run_1/final_clocks.png
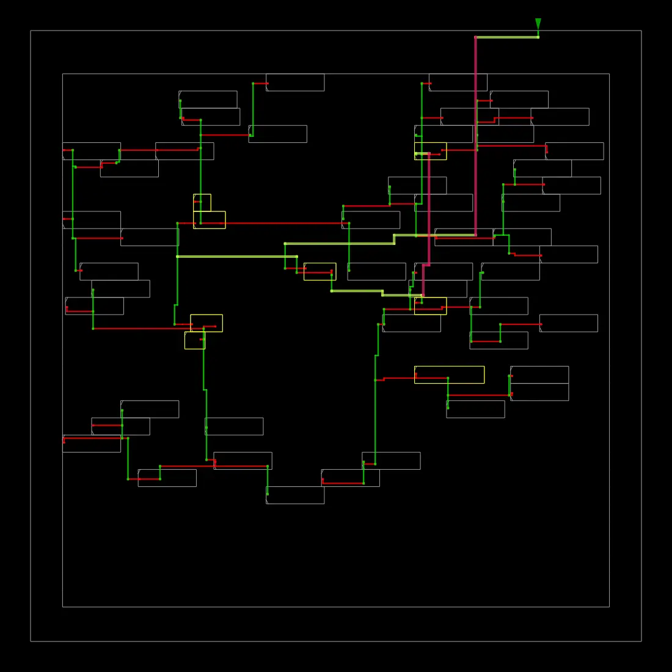
run_1/clock_map.png
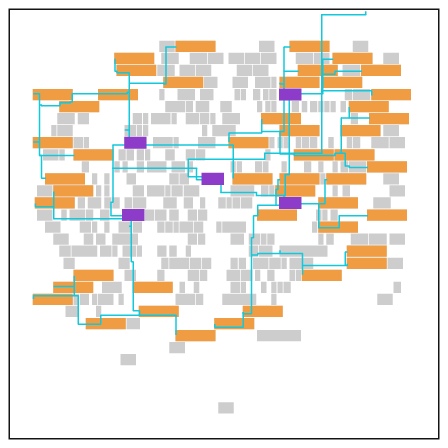
run_1/met1.png
Supply wires on this layer in grey.
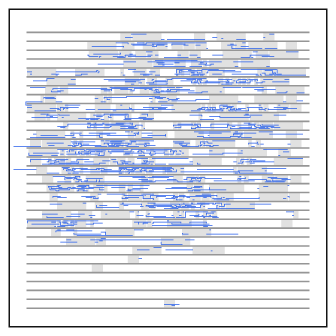
<file path="config.mk">
export PLATFORM = sky130hd
export DESIGN_NAME = usb_rx_ctrl
export DESIGN_NICKNAME = d
export VERILOG_FILES = /design/src/rtl/usb_pkg.sv /design/src/rtl/usb_rx_hold2.sv /design/src/rtl/usb_rx_ctrl.sv
export SDC_FILE = /design/constraint.sdc
export NUM_CORES = 1
export LEC_CHECK = 0
export CORE_MARGIN = 5
export CORE_UTILIZATION = 35
export CTS_BUF_LIST = sky130_fd_sc_hd__clkbuf_2 sky130_fd_sc_hd__clkbuf_4 sky130_fd_sc_hd__clkbuf_8
export DETAILED_ROUTE_END_ITERATION = 10
export PLACE_DENSITY = 0.63
export SLEW_MARGIN = 20
export SYNTH_ARGS = -nofsm -noshare
export SYNTH_HDL_FRONTEND = slang
export SYNTH_SLANG_ARGS = --single-unit
export TNS_END_PERCENT = 100
</file>
<file path="constraint.sdc">
create_clock -name clk -period 6.6 [get_ports clk]
set_input_delay 0.99 -clock clk [delete_from_list [all_inputs] [get_ports clk]]
set_output_delay 0.99 -clock clk [all_outputs]
set_load 0.01 [all_outputs]
</file>
<file path="src/rtl/usb_pkg.sv">
// Shared USB receive definitions: PID codes, SYNC pattern, FSM states
// and PID classification used by the packet-level receive controller.
package usb_pkg;

    localparam logic [3:0] PID_OUT   = 4'b0001;
    localparam logic [3:0] PID_IN    = 4'b1001;
    localparam logic [3:0] PID_DATA0 = 4'b0011;
    localparam logic [3:0] PID_DATA1 = 4'b1011;
    localparam logic [3:0] PID_ACK   = 4'b0010;
    localparam logic [3:0] PID_NAK   = 4'b1010;
    localparam logic [3:0] PID_STALL = 4'b1110;

    localparam logic [7:0] SYNC_BYTE = 8'h80;

    typedef enum logic [3:0] {
        ST_IDLE,
        ST_SYNC,
        ST_PID,
        ST_TOKEN,
        ST_DATA,
        ST_HS_EOP,
        ST_ERR_WAIT,
        ST_ERR_DONE,
        ST_DONE
    } rx_state_e;

    typedef enum logic [1:0] {
        PC_TOKEN,
        PC_DATA,
        PC_HS,
        PC_BAD
    } pid_class_e;

    typedef struct packed {
        logic       valid;
        pid_class_e cls;
    } pid_info_t;

    // Upper nibble must be the complement of the lower; otherwise the PID is bad.
    function automatic pid_info_t pid_valid(input logic [7:0] b);
        pid_info_t r;
        r.cls = PC_BAD;
        if (b[7:4] == ~b[3:0]) begin
            case (b[3:0])
                PID_OUT, PID_IN:              r.cls = PC_TOKEN;
                PID_DATA0, PID_DATA1:         r.cls = PC_DATA;
                PID_ACK, PID_NAK, PID_STALL:  r.cls = PC_HS;
                default:                      r.cls = PC_BAD;
            endcase
        end
        r.valid = (r.cls != PC_BAD);
        return r;
    endfunction

endpackage

</file>
<file path="src/rtl/usb_rx_hold2.sv">
// Two-byte delay line for DATA payload: the last two bytes of a packet
// (the CRC16) are still held when EOP arrives and are never written out.
module usb_rx_hold2 (
    input  logic       clk,
    input  logic       rst,
    input  logic       clr,
    input  logic       push,
    input  logic       emit,
    input  logic [7:0] din,
    output logic [7:0] dout,
    output logic       strobe
);

    logic [7:0] h0_q, h0_d;
    logic [7:0] h1_q, h1_d;
    logic [7:0] dout_q, dout_d;
    logic       strobe_q, strobe_d;

    always_comb begin
        h0_d     = h0_q;
        h1_d     = h1_q;
        dout_d   = dout_q;
        strobe_d = 1'b0;
        if (clr) begin
            h0_d = '0;
            h1_d = '0;
        end else if (push) begin
            h1_d = h0_q;
            h0_d = din;
            if (emit) begin
                dout_d   = h1_q;
                strobe_d = 1'b1;
            end
        end
    end

    always_ff @(posedge clk or posedge rst) begin
        if (rst) begin
            h0_q     <= '0;
            h1_q     <= '0;
            dout_q   <= '0;
            strobe_q <= 1'b0;
        end else begin
            h0_q     <= h0_d;
            h1_q     <= h1_d;
            dout_q   <= dout_d;
            strobe_q <= strobe_d;
        end
    end

    assign dout   = dout_q;
    assign strobe = strobe_q;

endmodule

</file>
<file path="src/rtl/usb_rx_ctrl.sv">
// Packet-level USB receive FSM: checks SYNC/PID, counts payload by packet
// type, strips CRC16 from DATA payload and reports status to the bus side.
module usb_rx_ctrl
    import usb_pkg::*;
#(
    parameter int MAX_PAYLOAD = 64,
    parameter int OCC_W       = 7
) (
    input  logic             clk,
    input  logic             rst,
    input  logic             d_edge,
    input  logic             shift_enable,
    input  logic             byte_received,
    input  logic [7:0]       rcv_data,
    input  logic             eop,
    input  logic [OCC_W-1:0] buffer_occupancy,
    output logic [7:0]       rx_packet_data,
    output logic             store_rx_packet_data,
    output logic             flush,
    output logic [3:0]       rx_packet,
    output logic             rx_data_ready,
    output logic             rx_trans_active,
    output logic             rx_error
);

    localparam int               CNT_W    = $clog2(MAX_PAYLOAD + 3);
    localparam logic [CNT_W-1:0] CNT_TWO  = CNT_W'(2);
    localparam logic [CNT_W-1:0] CNT_ONE  = CNT_W'(1);
    localparam logic [CNT_W-1:0] CNT_MAX  = CNT_W'(MAX_PAYLOAD + 2);
    localparam logic [OCC_W-1:0] OCC_FULL = OCC_W'(MAX_PAYLOAD);

    rx_state_e        state_q, state_d, st_mid;
    logic [2:0]       bit_cnt_q, bit_cnt_d;
    logic [CNT_W-1:0] byte_cnt_q, byte_cnt_d;
    logic [3:0]       rx_packet_q, rx_packet_d;
    logic             active_q, active_d;
    logic             err_q, err_d;
    logic             ready_q, ready_d;
    logic             flush_q, flush_d;
    logic             is_data_q, is_data_d;
    logic             hold_clr, hold_push, hold_emit;
    logic             frame_ok;
    pid_info_t        pid_info;

    always_comb begin
        state_d     = state_q;
        bit_cnt_d   = bit_cnt_q;
        byte_cnt_d  = byte_cnt_q;
        rx_packet_d = rx_packet_q;
        active_d    = active_q;
        err_d       = err_q;
        ready_d     = ready_q;
        flush_d     = 1'b0;
        is_data_d   = is_data_q;
        hold_clr    = 1'b0;
        hold_push   = 1'b0;
        hold_emit   = 1'b0;
        pid_info    = pid_valid(rcv_data);

        if (d_edge)            bit_cnt_d = 3'd0;
        else if (shift_enable) bit_cnt_d = bit_cnt_q + 3'd1;
        // A coincident byte completes first, so judge framing on the updated count.
        frame_ok = (bit_cnt_d == 3'd0);

        st_mid = state_q;
        case (state_q)
            ST_IDLE: if (d_edge) begin
                st_mid    = ST_SYNC;
                active_d  = 1'b1;
                err_d     = 1'b0;
                ready_d   = 1'b0;
                is_data_d = 1'b0;
            end
            ST_SYNC: if (byte_received)
                st_mid = (rcv_data == SYNC_BYTE) ? ST_PID : ST_ERR_WAIT;
            ST_PID: if (byte_received) begin
                byte_cnt_d = '0;
                if (pid_info.valid) rx_packet_d = rcv_data[3:0];
                case (pid_info.cls)
                    PC_TOKEN: st_mid = ST_TOKEN;
                    PC_DATA: begin
                        st_mid    = ST_DATA;
                        flush_d   = 1'b1;
                        is_data_d = 1'b1;
                        hold_clr  = 1'b1;
                    end
                    PC_HS:    st_mid = ST_HS_EOP;
                    default:  st_mid = ST_ERR_WAIT;
                endcase
            end
            ST_TOKEN: if (byte_received) begin
                if (byte_cnt_q == CNT_TWO) st_mid = ST_ERR_WAIT;
                else                       byte_cnt_d = byte_cnt_q + CNT_ONE;
            end
            ST_DATA: if (byte_received) begin
                // Overflow: FIFO full at store time, or payload beyond max plus CRC.
                if (byte_cnt_q == CNT_MAX ||
                    (byte_cnt_q >= CNT_TWO && buffer_occupancy >= OCC_FULL)) begin
                    st_mid = ST_ERR_WAIT;
                end else begin
                    hold_push  = 1'b1;
                    hold_emit  = (byte_cnt_q >= CNT_TWO);
                    byte_cnt_d = byte_cnt_q + CNT_ONE;
                end
            end
            ST_HS_EOP: if (byte_received) st_mid = ST_ERR_WAIT;
            ST_ERR_DONE, ST_DONE: begin
                st_mid   = ST_IDLE;
                active_d = 1'b0;
            end
            default: ;
        endcase

        state_d = st_mid;
        if (eop && state_q != ST_IDLE && state_q != ST_DONE && state_q != ST_ERR_DONE) begin
            case (st_mid)
                ST_TOKEN:  state_d = (frame_ok && byte_cnt_d == CNT_TWO) ? ST_DONE : ST_ERR_DONE;
                ST_DATA:   state_d = (frame_ok && byte_cnt_d >= CNT_TWO) ? ST_DONE : ST_ERR_DONE;
                ST_HS_EOP: state_d = frame_ok ? ST_DONE : ST_ERR_DONE;
                default:   state_d = ST_ERR_DONE;
            endcase
            if (state_d == ST_DONE) begin
                ready_d = (st_mid == ST_DATA);
            end else begin
                err_d   = 1'b1;
                flush_d = is_data_d;
            end
        end
    end

    always_ff @(posedge clk or posedge rst) begin
        if (rst) begin
            state_q     <= ST_IDLE;
            bit_cnt_q   <= '0;
            byte_cnt_q  <= '0;
            rx_packet_q <= '0;
            active_q    <= 1'b0;
            err_q       <= 1'b0;
            ready_q     <= 1'b0;
            flush_q     <= 1'b0;
            is_data_q   <= 1'b0;
        end else begin
            state_q     <= state_d;
            bit_cnt_q   <= bit_cnt_d;
            byte_cnt_q  <= byte_cnt_d;
            rx_packet_q <= rx_packet_d;
            active_q    <= active_d;
            err_q       <= err_d;
            ready_q     <= ready_d;
            flush_q     <= flush_d;
            is_data_q   <= is_data_d;
        end
    end

    usb_rx_hold2 u_hold (
        .clk    (clk),
        .rst    (rst),
        .clr    (hold_clr),
        .push   (hold_push),
        .emit   (hold_emit),
        .din    (rcv_data),
        .dout   (rx_packet_data),
        .strobe (store_rx_packet_data)
    );

    assign flush           = flush_q;
    assign rx_packet       = rx_packet_q;
    assign rx_data_ready   = ready_q;
    assign rx_trans_active = active_q;
    assign rx_error        = err_q;

endmodule

</file>
==> flow_summary.ini, run 1 <==
; synthesis and place-and-route metrics
[outcome]
status = finished, final reports clean

[clock_tree]
cts.htree.levels = 2
cts_made_buffers = 5
cts_setup_buffers = 0
postCtsHoldBufs = 0
postCtsResizedCells = 0
tritoncts = built

[power]
powerDensity_nw_per_um2 = 359
vdd_drop_max_mv = 0.219

[critical_path]
cp_cell_sequence = clkdlybuf4s50_1 -> or4bb_1 -> a2111oi_2 -> ha_1 -> inv_1 -> a41oi_1 -> a31oi_1 -> a31oi_1 -> nand2_1 -> o21a_1 -> nand4bb_2 -> nand3b_1 -> mux2_1
critical_path.top_delay_family = AND-OR/OR-AND gates
max_stage_delay_ps = 640

[placement]
io_buffers = 31
pre_cts_ws_ps = 1920
gp_congestion = 0.811

[final_timing]
worst_slack_ps = 2260
min_period_ps = 4340
fmax_ghz = 0.230
finalClockPeriodUsage = 0.658
slew_headroom = 0.457
tns_ps = 0

[synthesis]
synth_seq_share = 0.458
async_reset_ff_frac = 1.00
yosysTopAreaCell = dfrtp_1
synthTopCellsByArea = dfrtp_1 46%, nand2_1 6.6%, mux2_2 5.1%
synth_flops = 48
ys_warn_count = 0
synthesis.nets = 298
synth_area_per_cell_um2 = 9.69

[floorplan]
die-area_um2 = 9330
initial_core_util = 0.360
die_x_um = 96.6

[run]
tool_warnings = 35
cap_violations = 0

[layout]
finalNonFillerCells = 399

[detailed_routing]
wire_per_inst_um = 13.9
Notes on final_clocks.png above:
Clock group: 221 uW
flip-flops: 48
CLK BUF: 5
Latency at later pin: 310 ps

Notes on clock_map.png above:
legend:
  purple:
    item: cells driving clock nets
    count: 5
  orange:
    item: flip-flops
    count: 48
  cyan:
    item: clock wires
    length: 658 um
routed clock nets: 6
Fin Clk Skew: 5.03 ps
clock power share: 0.197

Notes on met1.png above:
wire length on this layer: 2650 um
longest straight run: 25.3 um
share of all routed wire: 48%
nets with wire on the layer: 285
GR Util met1: 0.169
via count: 2037
Post-Route WL: 5560 um

## run 1: state kept, by name (all words and copies together) (netlist names)
| register | flops |
|---|---|
| u_hold.h1_q | 8 |
| state_q | 4 |
| flush | 1 |
| bit_cnt_q | 3 |
| rx_packet | 4 |
| rx_data_ready | 1 |
| u_hold.strobe | 1 |
| is_data_q | 1 |
| u_hold.h0_q | 8 |
| u_hold.dout | 8 |
| rx_trans_active | 1 |
| rx_error | 1 |
| byte_cnt_q | 7 |
## run 1: area by class of cell
cell class	count	area [um^2]
timing repair buffer	32	318
tap	99	124
sequential	48	1200
clock buffer	5	68.8
clock inverter	3	46.3
inverter	12	46.3
multi-input combinational	200	1320
fill	748	4170
## run 1: metrics by stage
| stage | util | cell area [um^2] | power (mW) |
|---|---|---|---|
| floorplan | - | 2630 | 0.769 |
| finish | 0.428 | 3120 | 1.12 |
| CTS | 0.428 | 3120 | 1.13 |
| global placement | 0.412 | 3010 | 0.898 |
| detailed placement | 0.412 | 3010 | 0.908 |
| global route | 0.428 | 3120 | 1.22 |
## run 1: synth_stat cells (2+ instances only)
cell type  count
inv_1         12
nor2_1        21
a31oi_1        5
o21a_1         2
nand4_1        2
or4bb_1        2
nand3b_1       4
o211ai_1       2
xor2_1         2
nor4_1         3
nor4b_1        2
nor2b_1        5
xnor2_1        3
nor2_2         2
o21ai_1        3
a21boi_0       2
nand3_1       20
buf_2          3
clkbuf_1       5
mux2i_1        2
nand2b_1       2
ha_1           6
nand2_1       46
dfrtp_1       48
o21ai_0        4
mux2_2        12
a21oi_1        8
nor3_1         7
and2_1         3
buf_6          2
## run 1: path summary, 6_finish.rpt
check,from,to,slack (ps),cells past startpoint
worst max-delay path,rcv_data[1],flush$_DFF_PP0_,2260,13
worst min-delay path,u_hold.h0_q[4]$_DFFE_PP0P_,u_hold.h1_q[4]$_DFFE_PP0P_,480,2
worst max register to register,byte_cnt_q[3]$_DFF_PP0_,flush$_DFF_PP0_,3370,9
worst min register to register,u_hold.h0_q[4]$_DFFE_PP0P_,u_hold.h1_q[4]$_DFFE_PP0P_,480,2
max in group asynchronous,rst,rx_trans_active$_DFFE_PP0P_,4990,2
min in group asynchronous,rst,byte_cnt_q[2]$_DFF_PP0_,1130,2
## run 1: power breakdown
part | switching (mW) | internal, mW | total [mW]
sequential | 0.0775 | 0.380 | 0.458
clock | 0.107 | 0.114 | 0.221
combinational | 0.232 | 0.212 | 0.444
## run 1: routing by layer
layer  global-route usage  vias to the layer above  share of wire
met4               0.0356                        0         0.0097
li1                     -                     1013              -
met5                    0                        -              0
met2                0.193                       39           0.46
met3               0.0309                        4          0.049
met1                0.169                      981           0.48
## run 1: cells by family (layout without fill, tap and decap cells)
family / Yosys count / after routing / share of synthesized area
buffers and inverters: 23 / 52 / 0.0400
AND/OR/NAND/NOR: 127 / 127 / 0.249
AND-OR/OR-AND: 46 / 46 / 0.139
multiplexers: 16 / 16 / 0.0691
adder cells (fa/ha/maj): 6 / 6 / 0.0286
XOR/XNOR: 5 / 5 / 0.0167
flip-flops: 48 / 48 / 0.458
## run 1: tightest hold or removal path: stages, from the launching register on
cell and delay [ps]:
dfrtp_1 360, nand2_1 50, nand2_1 50
run_1/drive_strength.png
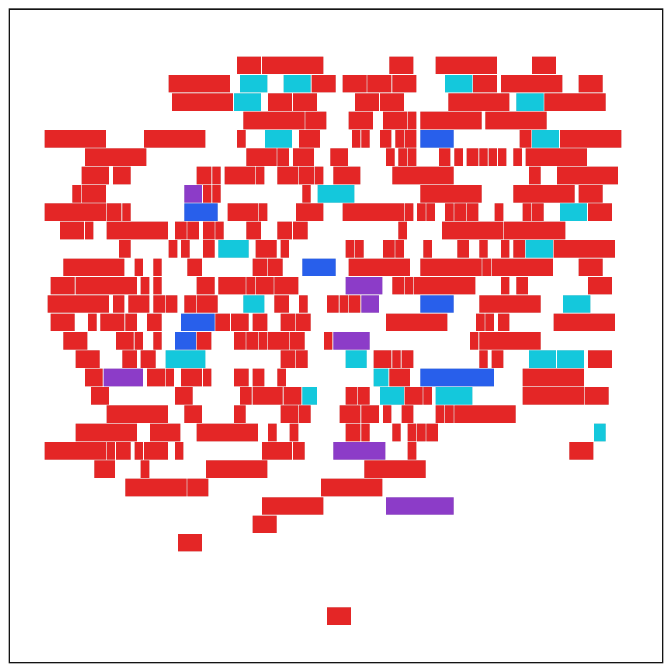

==> run 1 -> run 2 <==
Clock period 6.6 ns to 4.1 ns, I/O delays scaled along.
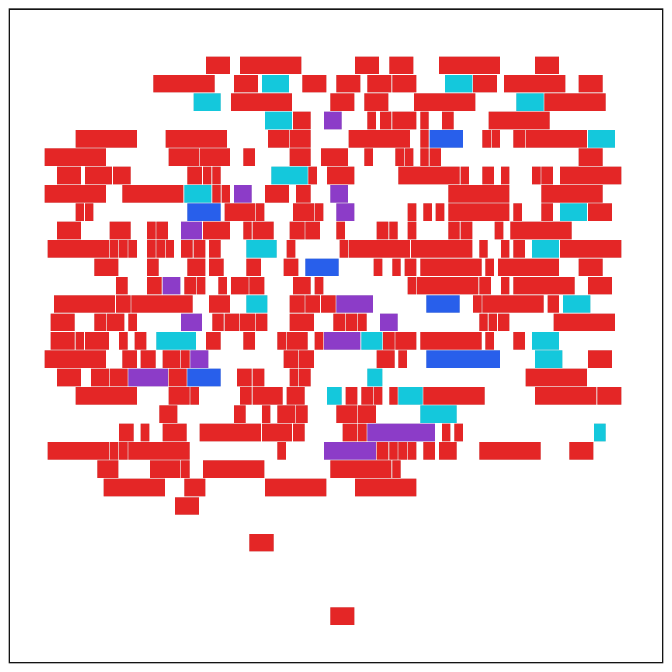
run_2/drive_strength.png
legend:
  cyan:
    size: drive 2
    cells: 22
  blue:
    size: drive 6 and up
    cells: 6
  purple:
    size: drive 3 to 4
    cells: 14
  red:
    size: drive 1 or less
    cells: 264
final instance area: 3170 um^2
setup ws final: 416 ps
area delta synth->final: 20.7%
Non-clk bufs: 38

==> run 2 against run 1 <==
  * Synthesized area did not move
  * Critical path type unchanged
  * Cell count rose by 1.5%
  * Combinational power rose by 67%
==> flow_summary.ini, run 2 <==
; synthesis and place-and-route metrics
[detailed_routing]
top_layer = met4
drt-met1-wl_um = 2830
wl_met3_um = 207
wirelength_um = 5670
via_count = 2029

[clock_tree]
clock_latency_ps = 310
cts.htree.levels = 2
postCtsResizedCells = 0
tritoncts = built

[critical_path]
r2r_setup_slack_ps = 860
r2r-end = flush$_DFF_PP0_
cp-endpoint = flush$_DFF_PP0_
r2r_start = byte_cnt_q[4]$_DFF_PP0_
startpoint = rcv_data[5]

[synthesis]
synthTopCellsByArea = dfrtp_1 46%, nand2_1 6.6%, mux2_2 5.1%
synth_dominant_cell_count = dfrtp_1
synth_flops = 48
async_reset_ff_frac = 1.00
netlist_top_cells_count = 48 x dfrtp_1, 46 x nand2_1, 21 x nor2_1, 20 x nand3_1
ys_warn_count = 0
yosysTopAreaCell = dfrtp_1
synthesis.nets = 298
synth_seq_share = 0.458
synth_area_per_cell_um2 = 9.69

[run]
tool_warnings = 35
cap_violations = 0

[placement]
pre_cts_ws_ps = 107
io_buffers = 31

[power]
vdd_drop_max_mv = 0.330
power.total_mw = 1.83

[final_timing]
slew_headroom = 0.446
finalClockPeriodUsage = 0.898
min_period_ps = 3680
tns_ps = 0
fmax_ghz = 0.271

[min_path]
min_path_cells = 2

[layout]
fillers = 744
flop_area_um2 = 1200
comb_area_um2 = 1320

[floorplan]
initial_core_util = 0.360
die_x_um = 96.6

[outcome]
status = finished, final reports clean
[run 2: cell counts after synthesis]
No cell type changed its count.
[run 2: kinds of logic (layout without fill, tap and decap cells)]
| group | Yosys count | after routing | synth area share |
|---|---|---|---|
| flops | 48 | 48 | 0.458 |
| mux | 16 | 16 | 0.0691 |
| buf+inv | 23 | 58 | 0.0400 |
| compound gates | 46 | 46 | 0.139 |
| simple gates | 127 | 127 | 0.249 |
| fa+ha+maj | 6 | 6 | 0.0286 |
| xor+xnor | 5 | 5 | 0.0167 |
[run 2: power breakdown]
group          internal, mW  total [mW]  switching, mW
Clock                 0.184       0.357          0.173
Sequential            0.612       0.734          0.122
Combinational         0.364       0.742          0.378
Total                  1.16        1.83          0.673
[run 2: per-layer routing]
| metal | vias up | global-route usage |
|---|---|---|
| met3 | 9 | 0.0338 |
| met2 | 30 | 0.178 |
| met1 | 970 | 0.171 |
| met4 | 0 | 0.0497 |
| met5 | - | 0 |
| li1 | 1020 | - |
[run 2: final cells by class]
type,instances,area share
Inverter,12,0.0146
Clock buffer,5,0.0217
Clock inverter,3,0.0150
Sequential cell,48,0.379
Timing Repair Buffer,38,0.114
Multi-Input combinational cell,200,0.416
Tap cell,99,0.0391
[run 2: stage by stage]
stage,instance area (um^2),hold WS (ps),instances,util
floorplan,2630,437,271,-
global placement,3050,451,397,0.418
detailed placement,3050,456,397,0.418
CTS,3170,472,405,0.434
global route,3170,506,405,0.435
finish,3170,470,405,0.435
[run 2: worst min-delay path by stage]
stage,to,startpoint,slack (ps)
after floorplan,u_hold.h1_q[0]$_DFFE_PP0P_,u_hold.h0_q[0]$_DFFE_PP0P_,440
after global placement,u_hold.h1_q[3]$_DFFE_PP0P_,u_hold.h0_q[3]$_DFFE_PP0P_,450
after detailed placement,u_hold.h1_q[1]$_DFFE_PP0P_,u_hold.h0_q[1]$_DFFE_PP0P_,460
after CTS,u_hold.h1_q[1]$_DFFE_PP0P_,u_hold.h0_q[1]$_DFFE_PP0P_,470
after global routing,u_hold.h1_q[6]$_DFFE_PP0P_,u_hold.h0_q[6]$_DFFE_PP0P_,510
final,u_hold.h1_q[1]$_DFFE_PP0P_,u_hold.h0_q[1]$_DFFE_PP0P_,470
[run 2: critical path, stage by stage]
cell and delay [ps]:
clkdlybuf4s50_1 520, or4bb_1 520, a2111oi_2 440, ha_1 200
inv_1 40, a41oi_1 200, a31oi_1 60, a31oi_1 240
nand2_1 80, o21a_1 170, nand4bb_2 260, nand3b_1 190
mux2_1 340
Power is estimated from default activity; no workload was simulated.
